## config.mk

```make
export PLATFORM = sky130hd
export DESIGN_NAME = stage_ram_scheduler
export DESIGN_NICKNAME = d
export VERILOG_FILES = /design/src/rtl/stage_ram_scheduler.sv
export SDC_FILE = /design/constraint.sdc
export NUM_CORES = 1
export LEC_CHECK = 0
export CAP_MARGIN = 40
export CORE_MARGIN = 10
export CORE_UTILIZATION = 58
export CTS_CLUSTER_SIZE = 40
export DETAILED_ROUTE_END_ITERATION = 7
export HOLD_SLACK_MARGIN = 0.08
export PLACE_DENSITY = 0.87
export SLEW_MARGIN = 10
export SYNTH_ARGS = -nofsm -noshare
export SYNTH_HDL_FRONTEND = slang
export SYNTH_SLANG_ARGS = --single-unit
```

## constraint.sdc

```tcl
create_clock -name Clk -period 5.13 [get_ports Clk]
set_input_delay 0.7695 -clock Clk [delete_from_list [all_inputs] [get_ports Clk]]
set_output_delay 0.7695 -clock Clk [all_outputs]
set_load 0.02 [all_outputs]
```

## src/rtl/stage_ram_scheduler.sv

```systemverilog
// Stage RAM arbiter: display reads always win; queued game writes and whole-stage clears use the
// remaining cycles. Define STAGE_VBLANK_WR_ONLY_EN to restrict writes to rows at or below STAGE_H.
module stage_ram_scheduler #(
  parameter int STAGE_W  = 208,
  parameter int STAGE_H  = 200,
  parameter int WQ_DEPTH = 4
) (
  input  logic        Clk,
  input  logic        Reset,
  input  logic [9:0]  DrawX,
  input  logic [9:0]  DrawY,
  input  logic        blank,
  input  logic        pixel_en,
  input  logic        wr_valid,
  input  logic [15:0] wr_addr,
  input  logic [1:0]  wr_data,
  output logic        wr_ready,
  input  logic        clear_start,
  input  logic [1:0]  clear_value,
  output logic        clear_busy,
  output logic [15:0] ram_addr,
  output logic        ram_we,
  output logic [1:0]  ram_wdata,
  input  logic [1:0]  ram_rdata,
  output logic [1:0]  stage_color_index
);

  localparam int              PTR_W    = $clog2(WQ_DEPTH);
  localparam logic [9:0]      W_LIM    = 10'(STAGE_W);
  localparam logic [9:0]      H_LIM    = 10'(STAGE_H);
  localparam logic [15:0]     CLR_LAST = 16'(STAGE_W * STAGE_H - 1);
  localparam logic [PTR_W:0]  CNT_FULL = (PTR_W + 1)'(WQ_DEPTH);
  localparam logic [PTR_W:0]  CNT_ONE  = (PTR_W + 1)'(1);
  localparam logic [PTR_W-1:0] PTR_ONE = PTR_W'(1);

  typedef enum logic [1:0] {IDLE, CLR_WAIT, CLEAR} state_e;

  typedef struct packed {
    logic [15:0] addr;
    logic [1:0]  data;
  } wq_entry_t;

  state_e            state_q, state_d;
  logic [1:0]        clr_val_q, clr_val_d;
  logic [15:0]       clr_cnt_q, clr_cnt_d;
  logic [PTR_W-1:0]  wr_ptr_q, wr_ptr_d;
  logic [PTR_W-1:0]  rd_ptr_q, rd_ptr_d;
  logic [PTR_W:0]    cnt_q, cnt_d;
  wq_entry_t         mem_q [WQ_DEPTH];
  wq_entry_t         mem_d [WQ_DEPTH];
  logic              strobe_q, strobe_d;
  logic              disp_q, disp_d;
  logic [1:0]        idx_q, idx_d;

  logic              disp_slot;
  logic              free_slot;
  logic [15:0]       pix_addr;
  logic              push;
  logic              pop;
  logic              clr_wr;

  assign disp_slot = pixel_en && blank && (DrawX < W_LIM) && (DrawY < H_LIM);
  // Multiplying by the constant width reduces to a shift-add tree (208 = 128 + 64 + 16).
  assign pix_addr  = 16'(DrawY) * 16'(STAGE_W) + 16'(DrawX);

`ifdef STAGE_VBLANK_WR_ONLY_EN
  assign free_slot = (DrawY >= H_LIM);
`else
  assign free_slot = !disp_slot;
`endif

  assign stage_color_index = idx_q;

  always_comb begin
    // NOTE: every signal written here gets a default first, so no path can leave a latch behind.
    state_d    = state_q;
    clr_val_d  = clr_val_q;
    clr_cnt_d  = clr_cnt_q;
    wr_ptr_d   = wr_ptr_q;
    rd_ptr_d   = rd_ptr_q;
    cnt_d      = cnt_q;
    mem_d      = mem_q;
    ram_addr   = '0;
    ram_we     = 1'b0;
    ram_wdata  = '0;
    pop        = 1'b0;
    clr_wr     = 1'b0;
    wr_ready   = !Reset && (state_q == IDLE) && (cnt_q != CNT_FULL);
    clear_busy = !Reset && (state_q != IDLE);
    push       = wr_valid && wr_ready;

    if (disp_slot) begin
      ram_addr = pix_addr;
    end else if (free_slot && !Reset) begin
      if (state_q == CLEAR) begin
        clr_wr    = 1'b1;
        ram_addr  = clr_cnt_q;
        ram_we    = 1'b1;
        ram_wdata = clr_val_q;
      end else if (cnt_q != '0) begin
        pop       = 1'b1;
        ram_addr  = mem_q[rd_ptr_q].addr;
        ram_we    = 1'b1;
        ram_wdata = mem_q[rd_ptr_q].data;
      end
    end

    case (state_q)
      IDLE: begin
        if (clear_start) begin
          state_d   = CLR_WAIT;
          clr_val_d = clear_value;
        end
      end
      CLR_WAIT: begin
        if (cnt_q == '0) state_d = CLEAR;
      end
      CLEAR: begin
        if (clr_wr) begin
          if (clr_cnt_q == CLR_LAST) begin
            state_d   = IDLE;
            clr_cnt_d = '0;
          end else begin
            clr_cnt_d = clr_cnt_q + 16'd1;
          end
        end
      end
      default: state_d = IDLE;
    endcase

    if (push) begin
      mem_d[wr_ptr_q] = '{addr: wr_addr, data: wr_data};
      wr_ptr_d        = wr_ptr_q + PTR_ONE;
    end
    if (pop) rd_ptr_d = rd_ptr_q + PTR_ONE;

    case ({push, pop})
      2'b10:   cnt_d = cnt_q + CNT_ONE;
      2'b01:   cnt_d = cnt_q - CNT_ONE;
      default: cnt_d = cnt_q;
    endcase
  end

  // RAM data for a slot arrives one cycle after the read; it is registered in the next cycle.
  always_comb begin
    strobe_d = pixel_en;
    disp_d   = disp_slot;
    idx_d    = idx_q;
    if (strobe_q) idx_d = disp_q ? ram_rdata : 2'b00;
  end

  // NOTE: state flops use non-blocking assignment so every flop samples the pre-edge values.
  always_ff @(posedge Clk) begin
    if (Reset) begin
      state_q   <= IDLE;
      clr_val_q <= '0;
      clr_cnt_q <= '0;
      wr_ptr_q  <= '0;
      rd_ptr_q  <= '0;
      cnt_q     <= '0;
      strobe_q  <= 1'b0;
      disp_q    <= 1'b0;
      idx_q     <= '0;
    end else begin
      state_q   <= state_d;
      clr_val_q <= clr_val_d;
      clr_cnt_q <= clr_cnt_d;
      wr_ptr_q  <= wr_ptr_d;
      rd_ptr_q  <= rd_ptr_d;
      cnt_q     <= cnt_d;
      strobe_q  <= strobe_d;
      disp_q    <= disp_d;
      idx_q     <= idx_d;
    end
  end

  // NOTE: queue storage has no reset; the pointers and count already mark every entry invalid.
  always_ff @(posedge Clk) begin
    mem_q <= mem_d;
  end

endmodule

```

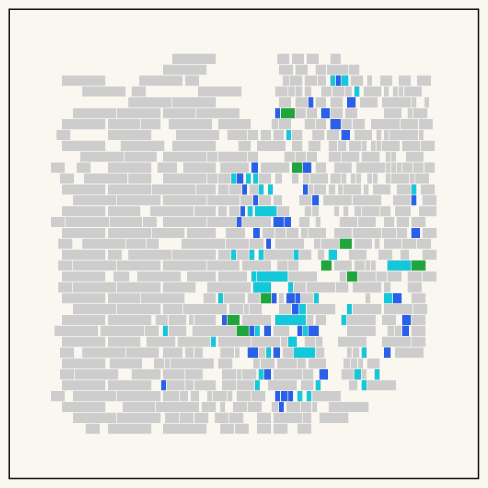
**Above:** run 1 (logic cells by family).
Scale: 4 px per um.
| family | colour | cells |
|---|---|---|
| NOR gates | cyan | 45 |
| AND-OR and OR-AND gates | green | 9 |
| NAND gates | blue | 44 |

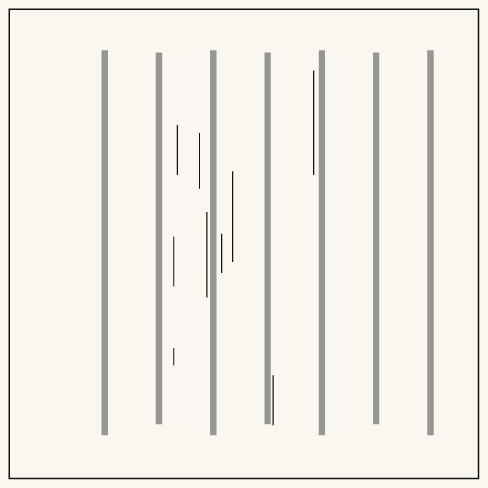
**Above:** run 1 (signal wires on met4).
Scale: 4 px per um. Supply wires on this layer in grey.
longest straight run: 25.8 um
main direction: vertical
nets with wire on the layer: 8
via total after detailed routing: 3729
Post-Route WL: 12.0 mm

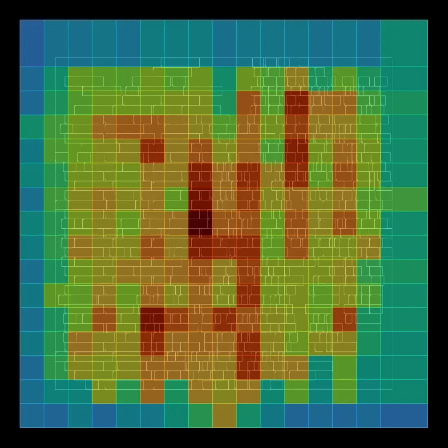
**Above:** run 1 (routing congestion).
gr usage total: 0.183
busiest metal layer after global routing: met2

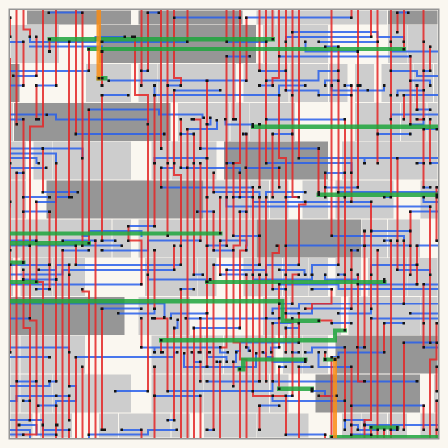
**Above:** run 1 (zoomed window).
Region (43, 20) to (73, 50) um. Cells in grey, sequential cells in the stronger grey; small squares are vias.
| layer | colour |
|---|---|
| metal 2 | red |
| metal 4 | orange |
| metal 3 | green |
| metal 1 | blue |
cells with their middle in the window: 77
most frequent: nor2_1 (8), inv_1 (7), nand2_1 (7)
netlist names of flops here include: mem_q (4), clr_cnt_q (3)
sequential cells in the window: 8

==> commit_impl_results.txt, run 1 <==
Refresh implementation metrics

- Dominant cell type by area after synthesis: sky130_fd_sc_hd__edfxtp_1
* Antenna violations before repair: 0
- Final Hold Viols: 0
- The final timing summary puts the cycle share of the worst path at 0.961.
* Setup TNS: 0 ns
* IO buf count: 70
- Number of buffers inserted to repair setup after CTS: 0
- Per-cell routed wire length: 18.4 um
- Stages on the worst setup path: 14
- Area grow syn2layout: 23.4%
- Slew Limit Fails: 0
- Floorplan Nets: 528
- Summed over all layers, the global routing overflow is 0.
- Hold repair after CTS inserted 0 buffers.
* Top cells by area in the synthesized netlist: sky130_fd_sc_hd__edfxtp_1 40%, sky130_fd_sc_hd__dfxtp_1 11%, sky130_fd_sc_hd__ha_1 7.8%
- Commonest non-fill, non-tap cell in the layout: sky130_fd_sc_hd__edfxtp_1
* Delay-heaviest family, CP: adder cells
- After synthesis, the share of flip-flops with an asynchronous set or reset is 0.
- In this run the critical register-to-register path is launched from cnt_q[0]$_SDFFE_PP0P_.
- Floorplan die height: 117 um
* Clk buf depth: 2
- sky130_fd_sc_hd__edfxtp_1 is the most common cell in the netlist.
- RSZ-0062 raised after global routing: no
* Slowest library cell on the worst path: sky130_fd_sc_hd__fa_1
- Counting cells, the worst reg-to-reg path comes to 10.
- After floorplanning, the core was sized to cover 9200 um2.
- Critical path launch point type: primary input
- Per the summary, power density relative to cell area is 359 nW/um2.
- Area share, top type: 0.397
* Footprint of the flip-flops and latches: 2780 um2
- Non-filler cells in the finished layout: 652
* Highest Clock Rate: 203 MHz
* Cell total in the yosys stat output: 437
- After routing the design area is 6720 um2.
* Number of optimization iterations in the first detailed-route pass: 5
- The mapped netlist covers 5450 um2.
- Clock sinks: 103
- According to the timing report, the arrival time at the worst endpoint equals 4.16 ns.
- Clock-pin slew of the registers on the worst-case setup and hold paths: 0.11 ns
* Clock latency at the later pin of the worst-skew pair: 0.37 ns
- Counting the buffers created by CTS gives 9.
- Capturing element of the worst setup path: ram_addr[13]
* Type of the worst setup path: in -> out
- The horizontal die dimension reported for this design is 117 um.
- CTS tree: done
* I/O Pins: 71
- Tally of yosys warning messages: 0
* First-pass GRT wire length: 19.7 mm
- Peak ir drop on the vdd network: 0.000192 V
- The HPWL after detailed placement is 9.33 mm.
- On the final layout, the worst clock skew is 0.0176 ns.
- Maximum number of pins on one net before global-route repair: 26
* Run status: finished, final reports clean
* Finish-stage setup viols: 0
- Count of warning messages emitted by the tools: 31
* Tally of nets with antenna violations remaining after routing: 0
* Detailed router's first-iteration violation count: 207
- STA lists the endpoint of the worst register-to-register path as cnt_q[2]$_SDFFE_PP0P_.
- Counting the fill cells in the layout gives 600.
- Cell row count: 35
- At the end of the flow the core is filled with cells to 0.731.
* Number of register bits inferred by synthesis: 103
- The finished design was reported to have a net count of 627.
- Looking at the max-slew report, the worst-margin pin has a slew of 0.564 ns.
- The type recorded for the worst min-delay path is reg -> reg.
* Worst path cell trace: clkdlybuf4s50_1 > ha_1 > fa_1 > inv_1 > fa_1 > xnor2_1 > ha_1 > nand2_1 > o21ai_1 > buf_4 > nand2_1 > xor2_1 > o21ai_1 > dlygate4sd2_1
- Critical path capture point type: output port
- The stat command in Yosys gives a chip area of 5450 um2.
- Synthesis handed over a netlist of 437 instances.
- The via count of the first global-routing pass came to 3933.
* Mapped Avg Cell Area: 12.5 um2
* Share of cells above drive strength 1: 0.142
* Count of H-tree levels built during CTS: 3
- Remaining routing DRC violations: 0
- At the worst endpoint, the required time is 4.36 ns.
- Commonest register cell after synthesis: sky130_fd_sc_hd__edfxtp_1
- Worst Path Buf+Inv: 4
- Cts repair resizes: 6
- The routed design could run at a clock period as short as 4.93 ns.
* Remaining max-slew budget at the tightest pin: 0.624
- In the Yosys stats the netlist draws on 54 distinct library cells.
- Sequential share of the synthesized area: 0.511
- Crit path largest cell delay: 0.54 ns
- Max Fanout on Critical Path: 4
* Average via count per standard cell: 5.72
- Post-synth tally of flip-flops with integrated enable: 72
- The design draws 0.00241 W.
- DIE AREA: 13700 um2
* Top cells excl fill/tap: 72 x sky130_fd_sc_hd__edfxtp_1, 63 x sky130_fd_sc_hd__clkdlybuf4s50_1, 48 x sky130_fd_sc_hd__inv_1, 34 x sky130_fd_sc_hd__ha_1, 33 x sky130_fd_sc_hd__nor2_1
* # placed instances: 636
- Gate Area: 2420 um2
- Per the detailed placement report, the placed cell area equals 6500 um2.
- At the floorplan stage, the core utilization is reported as 0.593.
* Most common library cells after synthesis: 72 x sky130_fd_sc_hd__edfxtp_1, 48 x sky130_fd_sc_hd__inv_1, 34 x sky130_fd_sc_hd__ha_1
- Root Buffer: sky130_fd_sc_hd__clkbuf_8
- The analysis attributes to cell leakage a power of 2.60 nW.
* Launch point of the critical path: DrawY[1]
- Weighted congestion reported at the end of routability-driven placement: 0.819
- The number of maximum-capacitance violations recorded for the run is 0.
- 0 antenna diodes ended up in the layout.
- The worst-case reg-to-reg setup slack stands at 2.65 ns.
## run 1: worst min-delay path by stage
stage / from / to / slack (ns) / cells after the start
final: stage_color_index[1]$_SDFFE_PP0P_ / stage_color_index[1]$_SDFFE_PP0P_ / 0.48 / 2
after global routing: stage_color_index[1]$_SDFFE_PP0P_ / stage_color_index[1]$_SDFFE_PP0P_ / 0.51 / 2
after CTS: stage_color_index[1]$_SDFFE_PP0P_ / stage_color_index[1]$_SDFFE_PP0P_ / 0.49 / 2
after detailed placement: stage_color_index[1]$_SDFFE_PP0P_ / stage_color_index[1]$_SDFFE_PP0P_ / 0.47 / 2
after global placement: stage_color_index[1]$_SDFFE_PP0P_ / stage_color_index[1]$_SDFFE_PP0P_ / 0.45 / 2
after floorplan: clr_val_q[0]$_SDFFE_PP0P_ / clr_val_q[0]$_SDFFE_PP0P_ / 0.44 / 2
## run 1: registers in the layout (all words and copies together), names as in the netlist, 2 cells and up
register and cells:
stage_color_index 2, clr_val_q 2, wr_ptr_q 2, clr_cnt_q 16
cnt_q 3, rd_ptr_q 2, state_q 2, mem_q 72
## run 1: final cells by class
| cell class | count | share of cell area |
|---|---|---|
| Sequential cell | 103 | 0.414 |
| Multi-Input combinational cell | 272 | 0.360 |
| Timing Repair Buffer | 102 | 0.146 |
| Inverter | 48 | 0.0268 |
| Tap cell | 111 | 0.0207 |
| Clock buffer | 9 | 0.0184 |
| Clock inverter | 7 | 0.0149 |
## run 1: report_power, final
part	leakage (nW)	switching [W]	internal (W)
sequential	0.903	0.0000415	0.000941
clock	0.112	0.000308	0.000242
combinational	1.58	0.000444	0.000435
## run 1: cells by family after synthesis
| kind of cell | count (synthesis) | synth area share |
|---|---|---|
| adders and majority gates | 43 | 0.111 |
| buffers and inverters | 62 | 0.0459 |
| xor gates and xnor gates | 37 | 0.0595 |
| DFF | 103 | 0.511 |
| and+or+nand+nor | 104 | 0.105 |
| muxes | 19 | 0.0762 |
| AOI/OAI and AO/OA | 69 | 0.0916 |
## run 1: layer usage
layer  vias to the layer above  global-route usage  share of wire
met5                         -                   0              0
met4                         0              0.0404          0.011
met3                        19              0.0428          0.062
met2                       120               0.325           0.51
met1                      1802               0.220           0.41
li1                       1788                   -              -
## run 1: worst min-delay path: stages, from the launching register on
cell and delay (ns):
sky130_fd_sc_hd__dfxtp_1 0.33, sky130_fd_sc_hd__nand2b_1 0.07, sky130_fd_sc_hd__a21oi_1 0.05
## run 1: through the flow
stage	setup slack [ns]	hold WS [ns]
final	0.200	0.483
after global routing	0.00439	0.509
after CTS	0.104	0.489
after detailed placement	-0.0789	0.471
after global placement	-0.0278	0.454
after floorplan	0.916	0.436
## Run 2: what changed since run 1
Settings changed: SLEW_MARGIN 10 to 20.
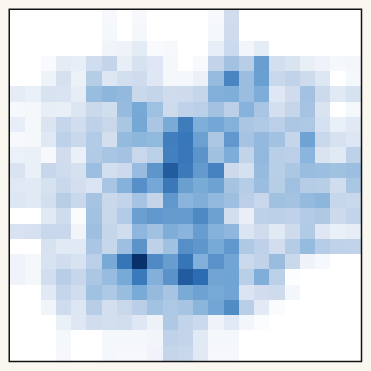
**Above:** run 2 (wire density map).
Scale: 3 px per um. 23 x 23 tiles, from white (low) to dark blue (high), scaled to the fullest tile. Values are wire area over tile area, all layers added.
fullest tile: 0.62
nearly empty tiles: 23%
tiles over half the peak: 11%
densest ninth of the die: centre
mean over tiles: 0.14
emptiest ninth of the die: south-east

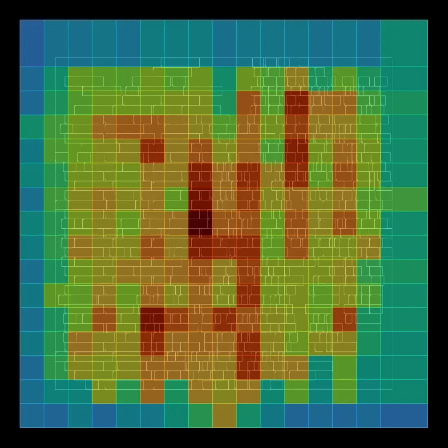
**Above:** run 2 (routing congestion).
met3 GRT Util: 0.0428
GR Util met1: 0.220
per-cell routed wire length: 18.4 um
Global Route met2 Usage: 0.325
utilization after layout: 0.731

==> run 2 against run 1 <==
Clock skew did not move. Final cell count did not move. Clock-buffer cell count did not move. Global-route usage did not move. Largest power group unchanged. Clock power barely moved. Synthesized cell count did not move. Non-clock buffer count did not move. Flip-flop count did not move. Core utilization did not move. Highest routed layer unchanged. Die size did not move. Setup slack did not move.
==> commit_impl_results.txt, run 2 <==
Refresh implementation metrics

- The number of endpoints with negative hold slack in the final report is 0 (unchanged).
* Slew Limit Fails: 0 (unchanged)
- The all-layer global routing usage came to 0.183 (unchanged).
- Antenna violations before repair: 0 (unchanged)
* Post-synthesis share of cell area spent on and-or and or-and gates: 0.0916 (unchanged)
- The leakage power figure is 2.60 nW (unchanged).
- Finish-stage setup viols: 0 (unchanged)
- I/O Pins: 71 (unchanged)
- Via total after detailed routing: 3729 (unchanged)
- The time the final worst path needs with I/O delays and setup came to 4.93 ns (unchanged).
- STA classifies the critical path endpoint as an output port.
* Commonest non-fill, non-tap cell in the layout: sky130_fd_sc_hd__edfxtp_1
- Clock sinks: 103 (unchanged)
* Max Fanout on Critical Path: 4 (unchanged)
* Core Box Area: 9200 um2 (unchanged)
- Worst setup slack after placement: -0.0789 ns (unchanged)
* Asr flop ratio synth: 0 (unchanged)
- The data arrival time of the worst path is 4.16 ns (about the same).
- Worst path cell trace: clkdlybuf4s50_1 > ha_1 > fa_1 > inv_1 > fa_1 > xnor2_1 > ha_1 > nand2_1 > o21ai_1 > buf_4 > nand2_1 > xor2_1 > o21ai_1 > dlygate4sd2_1
* Slowest library cell on the worst path: sky130_fd_sc_hd__fa_1
- The antenna diode instance count came to 0 (unchanged).
- After synthesis, the largest family of logic cells by area is adder cells.
* Count of H-tree levels built during CTS: 3 (unchanged)
- The xor/xnor share of the synthesized area came to 0.0595 (unchanged).
- Cell total in the yosys stat output: 437 (unchanged)
- Root Buffer: sky130_fd_sc_hd__clkbuf_8
- Period utilisation layout: 0.961 (unchanged)
* Sequential share of the synthesized area: 0.511 (unchanged)
- Hold-fix buffers, CTS: 0 (unchanged)
- The number of flip-flops under the largest register name was 72 (unchanged).
- Share of cell area taken by muxes after synthesis: 0.0762 (unchanged)
- Synth Area in Simple Gates: 0.105 (unchanged)
* Area grow syn2layout: 23.4% (unchanged)
* Tally of yosys warning messages: 0 (unchanged)
* Maximum number of pins on one net before global-route repair: 26 (unchanged)
- The number of nets at floorplan came to 528 (unchanged).
- Post-synth tally of flip-flops with integrated enable: 72 (unchanged)
* Min-delay worst type: reg -> reg
- Cell count after synthesis: 437 (unchanged)
- Post-layout net count: 627 (unchanged)
* Number of global-route vias before repair: 3933 (unchanged)
- The clock skew after layout came to 0.0176 ns (unchanged).
- The register-to-register setup slack came to 2.65 ns (about the same).
* Most common library cells after synthesis: 72 x sky130_fd_sc_hd__edfxtp_1, 48 x sky130_fd_sc_hd__inv_1, 34 x sky130_fd_sc_hd__ha_1
- Average via count per standard cell: 5.72 (unchanged)
- Tally of nets with antenna violations remaining after routing: 0 (unchanged)
- Peak ir drop on the vdd network: 0.000192 V (unchanged)
- The fraction of final layout cells with drive strength greater than 1 was 0.142 (unchanged).
* First-pass GRT wire length: 19.7 mm (unchanged)
* IO buf count: 70 (unchanged)
- The horizontal die dimension came to 117 um (unchanged).
- Worst Path Buf+Inv: 4 (unchanged)
* Fillcell total: 600 (unchanged)
* Power density of the placed cells: 359 nW/um2 (unchanged)
* Number of optimization iterations in the first detailed-route pass: 5 (unchanged)
* Placement-stage cell area: 6500 um2 (unchanged)
* Clock latency at the later pin of the worst-skew pair: 0.37 ns (about the same)
* Highest Clock Rate: 203 MHz (unchanged)
- The placed wire-length estimate after detailed placement came to 9.33 mm (unchanged).
- The netlist area before placement was 5450 um2 (unchanged).
* Top cells by area in the synthesized netlist: sky130_fd_sc_hd__edfxtp_1 40%, sky130_fd_sc_hd__dfxtp_1 11%, sky130_fd_sc_hd__ha_1 7.8%
- More flip-flops sit in one register than any other, and that register is mem_q.
- The area enclosed by the die boundary came to 13700 um2 (unchanged).
- The worst hold slack across all endpoints came to 0.483 ns (unchanged).
* Final cell area excluding filler cells: 6720 um2 (unchanged)
* Max-Cap Viols: 0 (unchanged)
- Number of register bits inferred by synthesis: 103 (unchanged)
* Post-Route WL: 12.0 mm (unchanged)
- Type of the worst setup path: in -> out
- Per the cell usage report, the commonest logic cells after layout are 72 x sky130_fd_sc_hd__edfxtp_1, 63 x sky130_fd_sc_hd__clkdlybuf4s50_1, 48 x sky130_fd_sc_hd__inv_1, 34 x sky130_fd_sc_hd__ha_1, 33 x sky130_fd_sc_hd__nor2_1.
- The global placer's final weighted congestion was 0.819 (unchanged).
- Remaining routing DRC violations: 0 (unchanged)
- The run finished with clean final reports.
- Critical path required time: 4.36 ns (about the same)
- Slew at the pin closest to its max-slew limit: 0.564 ns (unchanged)
- Chip area from the yosys synthesis statistics: 5450 um2 (unchanged)
- The starting utilization of the core area is 0.593 (unchanged).
- The average footprint of a synthesized cell was 12.5 um2 (unchanged).
- Setup repair after global routing left no endpoint under its margin.
* Clk buf depth: 2 (unchanged)
- Count of warning messages emitted by the tools: 31 (unchanged)
## run 2: cell counts after synthesis
No cell type changed its count.
## run 2: stage by stage
stage	power, W	utilization	cells	TNS [ns]
4_1_cts	0.00243	0.731	652	0
3_5_place_dp	0.00189	0.707	636	-0.374
6_report	0.00241	0.731	652	0
3_3_place_gp	0.00183	0.697	629	-0.0463
2_1_floorplan	0.00154	-	437	0
5_1_grt	0.00254	0.731	652	0
## run 2: worst paths after layout
| check | depth (start not counted) | from | end |
|---|---|---|---|
| setup / recovery | 14 | DrawY[1] | ram_addr[13] |
| hold / removal | 2 | stage_color_index[1]$_SDFFE_PP0P_ | stage_color_index[1]$_SDFFE_PP0P_ |
| setup reg to reg | 10 | cnt_q[0]$_SDFFE_PP0P_ | cnt_q[2]$_SDFFE_PP0P_ |
| hold reg to reg | 2 | stage_color_index[1]$_SDFFE_PP0P_ | stage_color_index[1]$_SDFFE_PP0P_ |
## run 2: timing repair
action	CTS	global route
pin swaps	0	0
resized	6	1
endpoints found under the setup margin	6	1
cloned	0	0
## run 2: worst reg2reg max path: cells and delay by family (launching register included)
family,cells,cell delay (ns)
compound gates,2,0.64
fa+ha+maj,2,0.41
buf+inv,2,0.18
simple gates,3,0.71
xor+xnor,1,0.07
flops,1,0.40
## run 2: final cells by class
cell class              count  area (um2)  area share
inverters                  48         180      0.0268
multi-input cells         272        2420       0.360
flip-flops and latches    103        2780       0.414
clock buffers               9         124      0.0184
clock inverters             7         100      0.0149
well taps                 111         139      0.0207
repair buffers            102         981       0.146
## run 2: metal layers
metal / track usage / wire, um / part of all wire
met5: 0 / 0 / 0
met4: 0.0404 / 133 / 0.011
met3: 0.0428 / 746 / 0.062
met2: 0.325 / 6160 / 0.51
met1: 0.220 / 4970 / 0.41
## run 2: where the power goes
part           internal (W)  switching, W
Combinational      0.000435      0.000444
Clock              0.000242      0.000308
Sequential         0.000941     0.0000415
## run 2: logic make-up after synthesis
family,after synthesis
adder cells (fa/ha/maj),43
buffers and inverters,62
XOR/XNOR,37
multiplexers,19
flip-flops,103
AND-OR/OR-AND,69
AND/OR/NAND/NOR,104
Power is estimated from default activity; no workload was simulated.
